===== config.mk =====
export PLATFORM = sky130hd
export DESIGN_NAME = sm_add_sched
export DESIGN_NICKNAME = d
export VERILOG_FILES = /design/src/rtl/sm_add_sched.sv
export SDC_FILE = /design/constraint.sdc
export NUM_CORES = 1
export LEC_CHECK = 0
export ABC_CLOCK_PERIOD_IN_PS = 2400
export CORE_MARGIN = 5
export CORE_UTILIZATION = 47
export DETAILED_ROUTE_END_ITERATION = 12
export PLACE_DENSITY = 0.81
export REMOVE_ABC_BUFFERS = 1
export SLEW_MARGIN = 15
export SYNTH_ARGS = -nofsm -noshare
export SYNTH_HDL_FRONTEND = slang
export SYNTH_SLANG_ARGS = --single-unit
export TNS_END_PERCENT = 1

===== constraint.sdc =====
create_clock -name clk -period 2.4 [get_ports clk]
set_input_delay 0.36 -clock clk [delete_from_list [all_inputs] [get_ports clk]]
set_output_delay 0.36 -clock clk [all_outputs]
set_load 0.03 [all_outputs]

===== src/rtl/sm_add_sched.sv =====
// Two-requester sign-magnitude adder with a round-robin arbiter and one shared adder.
// An accepted operation is computed in EXEC and held in RESP until the consumer takes it.
//
// state | meaning
// IDLE  | arbitrate between requesters, accept at most one operation
// EXEC  | compute the sum of the latched operands, register the response
// RESP  | hold the response until rsp_ready, then return to IDLE
module sm_add_sched #(
    parameter int n = 4
) (
    input  logic         clk,
    input  logic         rst_n,
    input  logic         req0_valid,
    input  logic [n-1:0] req0_opA,
    input  logic [n-1:0] req0_opB,
    output logic         req0_ready,
    input  logic         req1_valid,
    input  logic [n-1:0] req1_opA,
    input  logic [n-1:0] req1_opB,
    output logic         req1_ready,
    output logic         rsp_valid,
    input  logic         rsp_ready,
    output logic [n-1:0] rsp_res,
    output logic         rsp_ovf,
    output logic         rsp_id
);
    typedef enum logic [1:0] {IDLE, EXEC, RESP} state_t;

    state_t       state;
    logic         ptr;
    logic [n-1:0] op_a;
    logic [n-1:0] op_b;
    logic         op_id;

    logic         gnt_any;
    logic         gnt_id;

    // ptr names the requester that wins when both are valid
    always_comb begin
        gnt_any = 1'b0;
        gnt_id  = 1'b0;
        if (state == IDLE && rst_n) begin
            if (req0_valid && req1_valid) begin
                gnt_any = 1'b1;
                gnt_id  = ptr;
            end else if (req0_valid) begin
                gnt_any = 1'b1;
                gnt_id  = 1'b0;
            end else if (req1_valid) begin
                gnt_any = 1'b1;
                gnt_id  = 1'b1;
            end
        end
    end

    assign req0_ready = gnt_any && !gnt_id;
    assign req1_ready = gnt_any && gnt_id;

    logic [n-2:0] mag_a;
    logic [n-2:0] mag_b;
    logic [n-2:0] mag_r;
    logic         sgn_a;
    logic         sgn_b;
    logic         sgn_r;
    logic         ovf_r;
    logic [n-1:0] sum;

    // A zero magnitude always counts as positive, on input and on output
    always_comb begin
        mag_a = op_a[n-2:0];
        mag_b = op_b[n-2:0];
        sgn_a = op_a[n-1] && (mag_a != '0);
        sgn_b = op_b[n-1] && (mag_b != '0);
        sum   = '0;
        mag_r = '0;
        sgn_r = 1'b0;
        ovf_r = 1'b0;
        if (sgn_a == sgn_b) begin
            sum   = {1'b0, mag_a} + {1'b0, mag_b};
            mag_r = sum[n-2:0];
            ovf_r = sum[n-1];
            sgn_r = sgn_a;
        end else if (mag_a >= mag_b) begin
            mag_r = mag_a - mag_b;
            sgn_r = sgn_a;
        end else begin
            mag_r = mag_b - mag_a;
            sgn_r = sgn_b;
        end
        if (mag_r == '0)
            sgn_r = 1'b0;
    end

    always_ff @(posedge clk or negedge rst_n) begin
        if (!rst_n) begin
            state     <= IDLE;
            ptr       <= 1'b0;
            op_a      <= '0;
            op_b      <= '0;
            op_id     <= 1'b0;
            rsp_valid <= 1'b0;
            rsp_res   <= '0;
            rsp_ovf   <= 1'b0;
            rsp_id    <= 1'b0;
        end else begin
            case (state)
                IDLE: begin
                    if (gnt_any) begin
                        op_a  <= gnt_id ? req1_opA : req0_opA;
                        op_b  <= gnt_id ? req1_opB : req0_opB;
                        op_id <= gnt_id;
                        ptr   <= !gnt_id;
                        state <= EXEC;
                    end
                end
                EXEC: begin
                    rsp_res   <= {sgn_r, mag_r};
                    rsp_ovf   <= ovf_r;
                    rsp_id    <= op_id;
                    rsp_valid <= 1'b1;
                    state     <= RESP;
                end
                RESP: begin
                    if (rsp_ready) begin
                        rsp_valid <= 1'b0;
                        state     <= IDLE;
                    end
                end
                default: state <= IDLE;
            endcase
        end
    end
endmodule


run_1/pdn.png
Scale: 6 px per um. Pins as bars on the die edge.
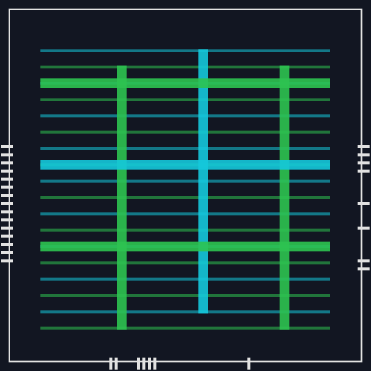
legend:
  cyan:
    net: VDD
  green:
    net: VSS
signal pins: 30
met5 straps: 3

run_1/cell_classes.png
Scale: 4 px per um. Fill, decap, tap and diode cells in grey.
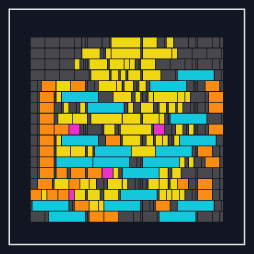
legend:
  cyan:
    class: flip-flops
    cells: 19
    share_of_their_area: 33%
  orange:
    class: other buffers and delay cells
    cells: 33
    share_of_their_area: 22%
  yellow:
    class: all other logic
    cells: 81
    share_of_their_area: 43%
  magenta:
    class: clock drivers and dummy loads
    cells: 4
    share_of_their_area: 1.8%
post-layout util: 65.8%
fin area: 1470 sq um

run_1/clock_map.png
Scale: 10 px per um.
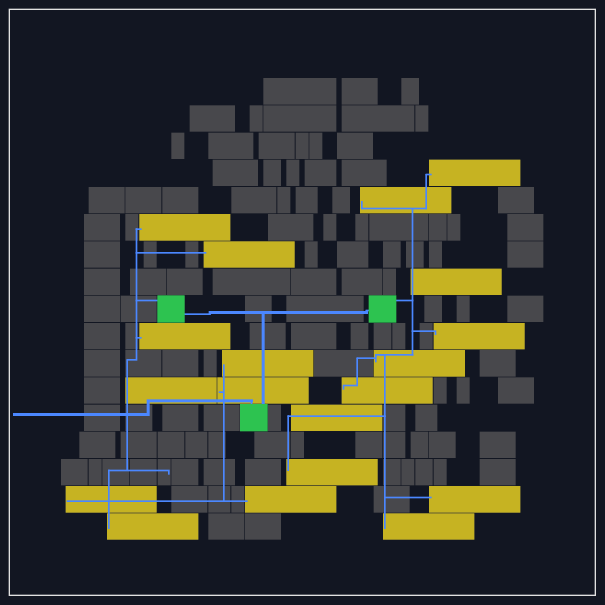
legend:
  green:
    item: cells driving clock nets
    count: 3
  blue:
    item: clock wires
    length: 218 um
  yellow:
    item: flip-flops
    count: 19
routed clock nets: 4
clock skew: 0.00380 ns
clock power share: 8.9%

run_1/metal_stack.png
Scale: 6 px per um. Two of the layers only.
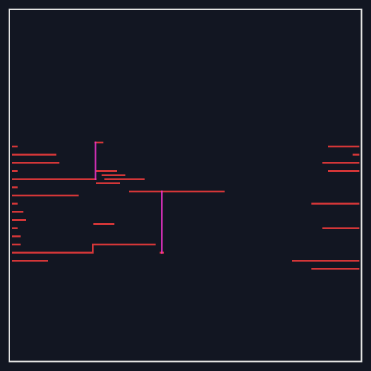
legend:
  magenta:
    layer: met4
    wire_length: 16.3 um
  red:
    layer: met3
    wire_length: 165 um
GRT Total Usage: 14.8%
wire per inst: 13.3 um
DR vias: 871

==> flow_summary.json, run 1 <==
{
  "grt_use_met3_pct": 5.26,
  "coreArea_sq_um": 2230,
  "logic_area_sq_um": 553,
  "ff_count": 19,
  "placed_area_sq_um": 1440,
  "synth_top_area_share_pct": 43.1,
  "p_seq_uw": 621,
  "swShare_pct": 45.3,
  "critPathLaunchType": "register",
  "rows": 17,
  "rrSetupSlack_ns": 0.22,
  "comb-power_mw": 1.03,
  "path_class": "reg2reg",
  "post_cts_buffers": 0,
  "met3_length_um": 165,
  "die_x_um": 58.5,
  "tightest_slew_ns": 0.332,
  "finalSetupViolations": 0,
  "fin_nets": 170,
  "fmax_ghz": 0.460,
  "top_cells_by_area": "dfrtp_1 (43%), ha_1 (9.1%), a222oi_1 (7.3%)",
  "worst-r2r-cell-count": 8,
  "clk-power_uw": 161,
  "cts-root-buf": "clkbuf_4",
  "end_kind": "register",
  "dpl.hpwl_mm": 1.80,
  "post_cts_resized": 0,
  "largest_class": "logic gates",
  "top_area_cell": "dfrtp_1",
  "syn_avg_cell_area_sq_um": 10.7,
  "yosysCellCount": 103,
  "clk_latency_ns": 0.29,
  "critical_path.top_delay_family": "flip-flops",
  "fin_crit_sh_pct": 90.6,
  "antennaDiodeCount": 0,
  "ys_sh_adder_pct": 14.5,
  "irDropWorstVdd_uv": 602,
  "seq_area_share_pct": 32.4,
  "setup_slack_ns": 0.225,
  "critPathSlowestCell": "dfrtp_1",
  "hold_class": "in2async",
  "yosysWarnings": 0,
  "final_cell_mix": "clkdlybuf4s50_1 (27), dfrtp_1 (19), inv_1 (17), nand2_1 (9)",
  "grt_setup_unrepaired": "no",
  "flop_area_sq_um": 475,
  "drtIter0Drc": 32,
  "grt_max_degree": 20,
  "nonClkBufAreaFrac_pct": 21.5,
  "cts_hold_buf": 0,
  "ant_nets": 0,
  "drive_above_1_share_pct": 10.9,
  "synth_area_sq_um": 1100,
  "drv_cap": 0,
  "status": "complete, no violations",
  "power-per-cell-area_nw_per_um2": 1230,
  "instances_no_fill": 165,
  "synth.distinct_cells": 24,
  "num_io_pins": 30,
  "grtUsageMet1_pct": 17.3,
  "max_stage_delay_ns": 0.53,
  "initCoreUtil_pct": 49.4,
  "inv_count": 17,
  "cts.sinks": 19,
  "p_seq_share_pct": 34.3,
  "dr_wl_met2_mm": 1.10,
  "drt-met1-wl_um": 914,
  "nClkBuffers": 4,
  "syn_to_final_growth_pct": 33.1,
  "ff_type": "dfrtp_1",
  "taps": 28,
  "leakage_nw": 0.700,
  "critPathMaxFanout": 6,
  "top_cells_by_count": "dfrtp_1 (19), inv_1 (17), nand2_1 (9)",
  "ys_area_sq_um": 1100,
  "fillers": 191,
  "p_comb_share_pct": 56.9,
  "numCtsBuffers": 3,
  "crit_start": "op_a[1]",
  "io_buffers": 29,
  "grt_pass1_wl_mm": 4.01,
  "cp_cell_sequence": "inv_1 -> ha_1 -> nand2_1 -> o21ai_2 -> mux2i_1 -> mux2i_1 -> xor2_1 -> a41oi_2",
  "via_per_inst": 5.28,
  "comb_share_pct": 37.6,
  "async_flop_share_pct": 100,
  "die-area_sq_um": 3420,
  "post-route-min-period_ns": 2.18,
  "htreeDepth": 1,
  "multi_input_comb_cells": 64
}
==> inputs of run 2 (changes only) <==
CELL_PAD_IN_SITES_DETAIL_PLACEMENT = 0   (was not set)
CELL_PAD_IN_SITES_GLOBAL_PLACEMENT = 2   (was not set)
CORE_UTILIZATION = 29   (was 47)
PLACE_DENSITY = 0.8   (was 0.81)
run_2/cell_classes.png
Scale: 4 px per um. Fill, decap, tap and diode cells in grey.
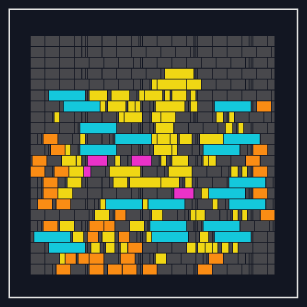
legend:
  orange:
    class: other buffers and delay cells
    cells: 33
    share_of_their_area: 22%
  magenta:
    class: clock drivers and dummy loads
    cells: 4
    share_of_their_area: 3.2%
  cyan:
    class: flip-flops
    cells: 19
    share_of_their_area: 33%
  yellow:
    class: all other logic
    cells: 81
    share_of_their_area: 42%

run_2/clock_map.png
Scale: 8 px per um.
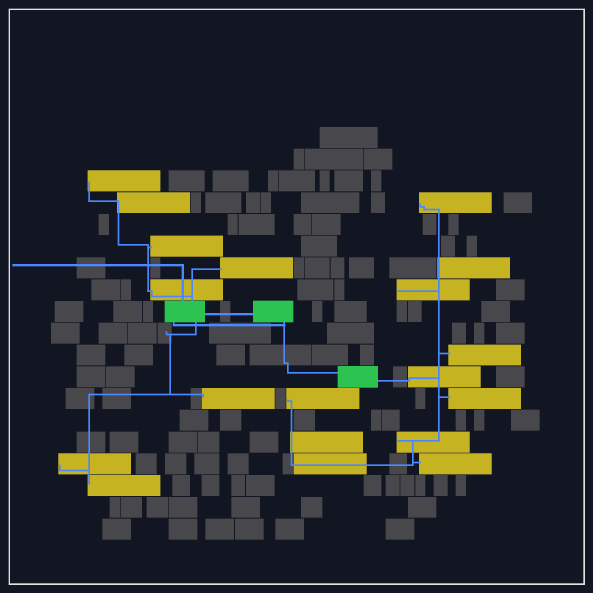
clock power share: 11.6%
clock group power: 216 uW

==> run 2 against run 1 <==
Critical path depth is the same; sequential power barely moved; power up 2.7%; global-route usage is 5.6 points lower; synthesized area did not move; sequential share of layout area is 0.96 points lower; non-clock buffer count did not move; design area up 3.1%; first-iteration DRC count increased by 72%; critical endpoint unchanged; largest cell class unchanged; largest power group unchanged.
==> flow_summary.json, run 2 <==
{
  "swShare_pct": 43.9,
  "ff_type": "dfrtp_1",
  "ant_nets": 0,
  "via_per_inst": 4.64,
  "largest_class": "logic gates",
  "drtIter0Drc": 55,
  "taps": 48,
  "fin_nets": 170,
  "critPathSlowestCell": "dfrtp_1",
  "grt_pass1_wl_mm": 3.83,
  "final_area_sq_um": 1510,
  "instances_no_fill": 185,
  "post_cts_resized": 0,
  "p_seq_share_pct": 33.4,
  "synth_top_area_share_pct": 43.1,
  "rows": 22,
  "yosysCellCount": 103,
  "numCtsBuffers": 3,
  "synth_area_sq_um": 1100,
  "initCoreUtil_pct": 30.1,
  "flop_area_sq_um": 475,
  "place_ws_ns": 0.226,
  "coreArea_sq_um": 3660,
  "status": "complete, no violations",
  "setup_slack_ns": 0.271,
  "io_buffers": 29,
  "dr_wl_met2_mm": 1.11,
  "power-per-cell-area_nw_per_um2": 1230,
  "grt_setup_unrepaired": "no",
  "yosysWarnings": 0,
  "p_comb_share_pct": 55.0,
  "num_io_pins": 30,
  "syn_to_final_growth_pct": 37.2,
  "path_class": "reg2reg",
  "post_cts_buffers": 0,
  "ff_count": 19,
  "seq_area_share_pct": 31.4,
  "top_area_cell": "dfrtp_1",
  "cts.sinks": 19,
  "critPathMaxFanout": 6,
  "grt_use_met3_pct": 3.65,
  "drv_cap": 0,
  "leakage_nw": 0.711,
  "multi_input_comb_cells": 64,
  "comb_share_pct": 36.5,
  "rrSetupSlack_ns": 0.27,
  "inv_count": 17,
  "cp_cell_sequence": "inv_1 -> ha_1 -> nand2_1 -> o21ai_2 -> mux2i_1 -> mux2i_1 -> xor2_1 -> a41oi_2",
  "placed_area_sq_um": 1470,
  "clk_latency_ns": 0.25,
  "worst_clock_skew_ns": 0.00170,
  "grtUsageMet1_pct": 11.5,
  "ys_sh_adder_pct": 14.5,
  "wl_per_cell_um": 12.3,
  "worst-r2r-cell-count": 8,
  "post-route-min-period_ns": 2.13,
  "top_cells_by_count": "dfrtp_1 (19), inv_1 (17), nand2_1 (9)",
  "nClkBuffers": 3,
  "async_flop_share_pct": 100,
  "drive_above_1_share_pct": 11.7,
  "finalSetupViolations": 0,
  "fmax_ghz": 0.470,
  "antennaDiodeCount": 0,
  "vias": 858,
  "logic_area_sq_um": 553,
  "synth.distinct_cells": 24,
  "tightest_slew_ns": 0.394,
  "cts_hold_buf": 0,
  "ys_area_sq_um": 1100,
  "syn_avg_cell_area_sq_um": 10.7,
  "end_kind": "register",
  "grt_usage_pct": 9.24,
  "crit_start": "op_a[1]",
  "fillers": 380,
  "irDropWorstVdd_uv": 456,
  "dpl.hpwl_mm": 1.92,
  "max_stage_delay_ns": 0.53,
  "nonClkBufAreaFrac_pct": 20.8,
  "die_x_um": 71.7,
  "hold_class": "reg2reg",
  "met3_length_um": 151
}
==> inputs of run 3 (changes only) <==
SKIP_CTS_REPAIR_TIMING = 1   (was not set)
run_3/cell_classes.png
Scale: 4 px per um. Fill, decap, tap and diode cells in grey.
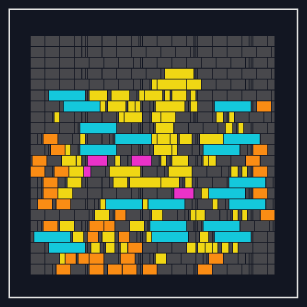
legend:
  orange:
    class: other buffers and delay cells
    cells: 33
    share_of_their_area: 22%
  yellow:
    class: all other logic
    cells: 81
    share_of_their_area: 42%
  magenta:
    class: clock drivers and dummy loads
    cells: 4
    share_of_their_area: 3.2%
  cyan:
    class: flip-flops
    cells: 19
    share_of_their_area: 33%

run_3/clock_map.png
Scale: 8 px per um.
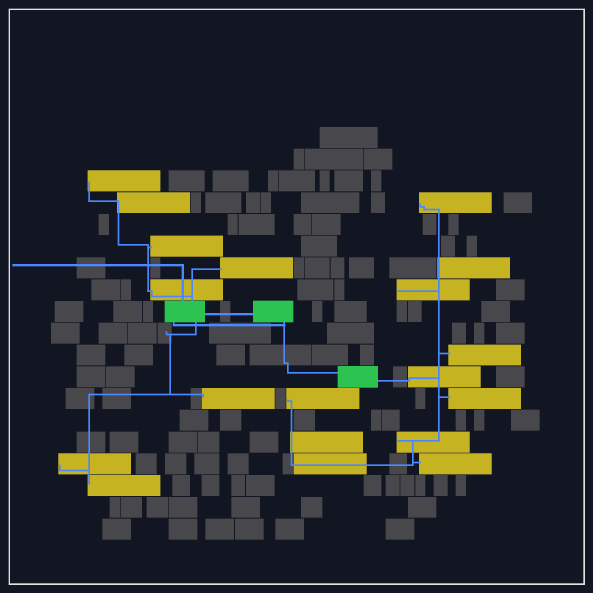
legend:
  green:
    item: cells driving clock nets
    count: 3
  blue:
    item: clock wires
    length: 230 um
  yellow:
    item: flip-flops
    count: 19
routed clock nets: 4
clock skew: 0.00170 ns
clk latency late pin: 0.25 ns

==> run 3 against run 2 <==
Sequential power is essentially flat; count of clock-buffer cells in the layout is the same; utilization did not move; power unchanged; clock skew unchanged; highest routed layer unchanged; die area stayed put; non-clock buffer count unchanged.
==> flow_summary.json, run 3 <==
{
  "status": "complete, no violations",
  "setup_slack_ns": 0.271,
  "antennaDiodeCount": 0,
  "yosysCellCount": 103,
  "comb-power_mw": 1.02,
  "yosysWarnings": 0,
  "final_area_sq_um": 1510,
  "dr_wl_met2_mm": 1.11,
  "worst-r2r-cell-count": 8,
  "seq_area_share_pct": 31.4,
  "drt-met1-wl_mm": 1.01,
  "grt_max_degree": 20,
  "rrSetupSlack_ns": 0.27,
  "htreeDepth": 1,
  "drv_cap": 0,
  "power-per-cell-area_nw_per_um2": 1230,
  "grt_setup_unrepaired": "no",
  "post-route-min-period_ns": 2.13,
  "cp_cell_sequence": "inv_1 -> ha_1 -> nand2_1 -> o21ai_2 -> mux2i_1 -> mux2i_1 -> xor2_1 -> a41oi_2",
  "path_class": "reg2reg",
  "rows": 22,
  "critical_path.top_delay_family": "flip-flops",
  "synth.distinct_cells": 24,
  "tightest_slew_ns": 0.394,
  "synth_top_area_share_pct": 43.1,
  "nonClkBufAreaFrac_pct": 20.8,
  "logic_area_sq_um": 553,
  "comb_share_pct": 36.5,
  "instances_no_fill": 185,
  "placed_area_sq_um": 1470,
  "ys_sh_adder_pct": 14.5,
  "async_flop_share_pct": 100,
  "fin_nets": 170,
  "coreArea_sq_um": 3660,
  "ant_nets": 0,
  "synth_area_sq_um": 1100,
  "grt_pass1_wl_mm": 3.83,
  "critPathSlowestCell": "dfrtp_1",
  "fillers": 380,
  "ys_area_sq_um": 1100,
  "top_cells_by_count": "dfrtp_1 (19), inv_1 (17), nand2_1 (9)",
  "wl_per_cell_um": 12.3,
  "numCtsBuffers": 3,
  "swShare_pct": 43.9,
  "taps": 48,
  "multi_input_comb_cells": 64,
  "initCoreUtil_pct": 30.1
}
No activity file was given, so power comes from the tool's default toggle rates.
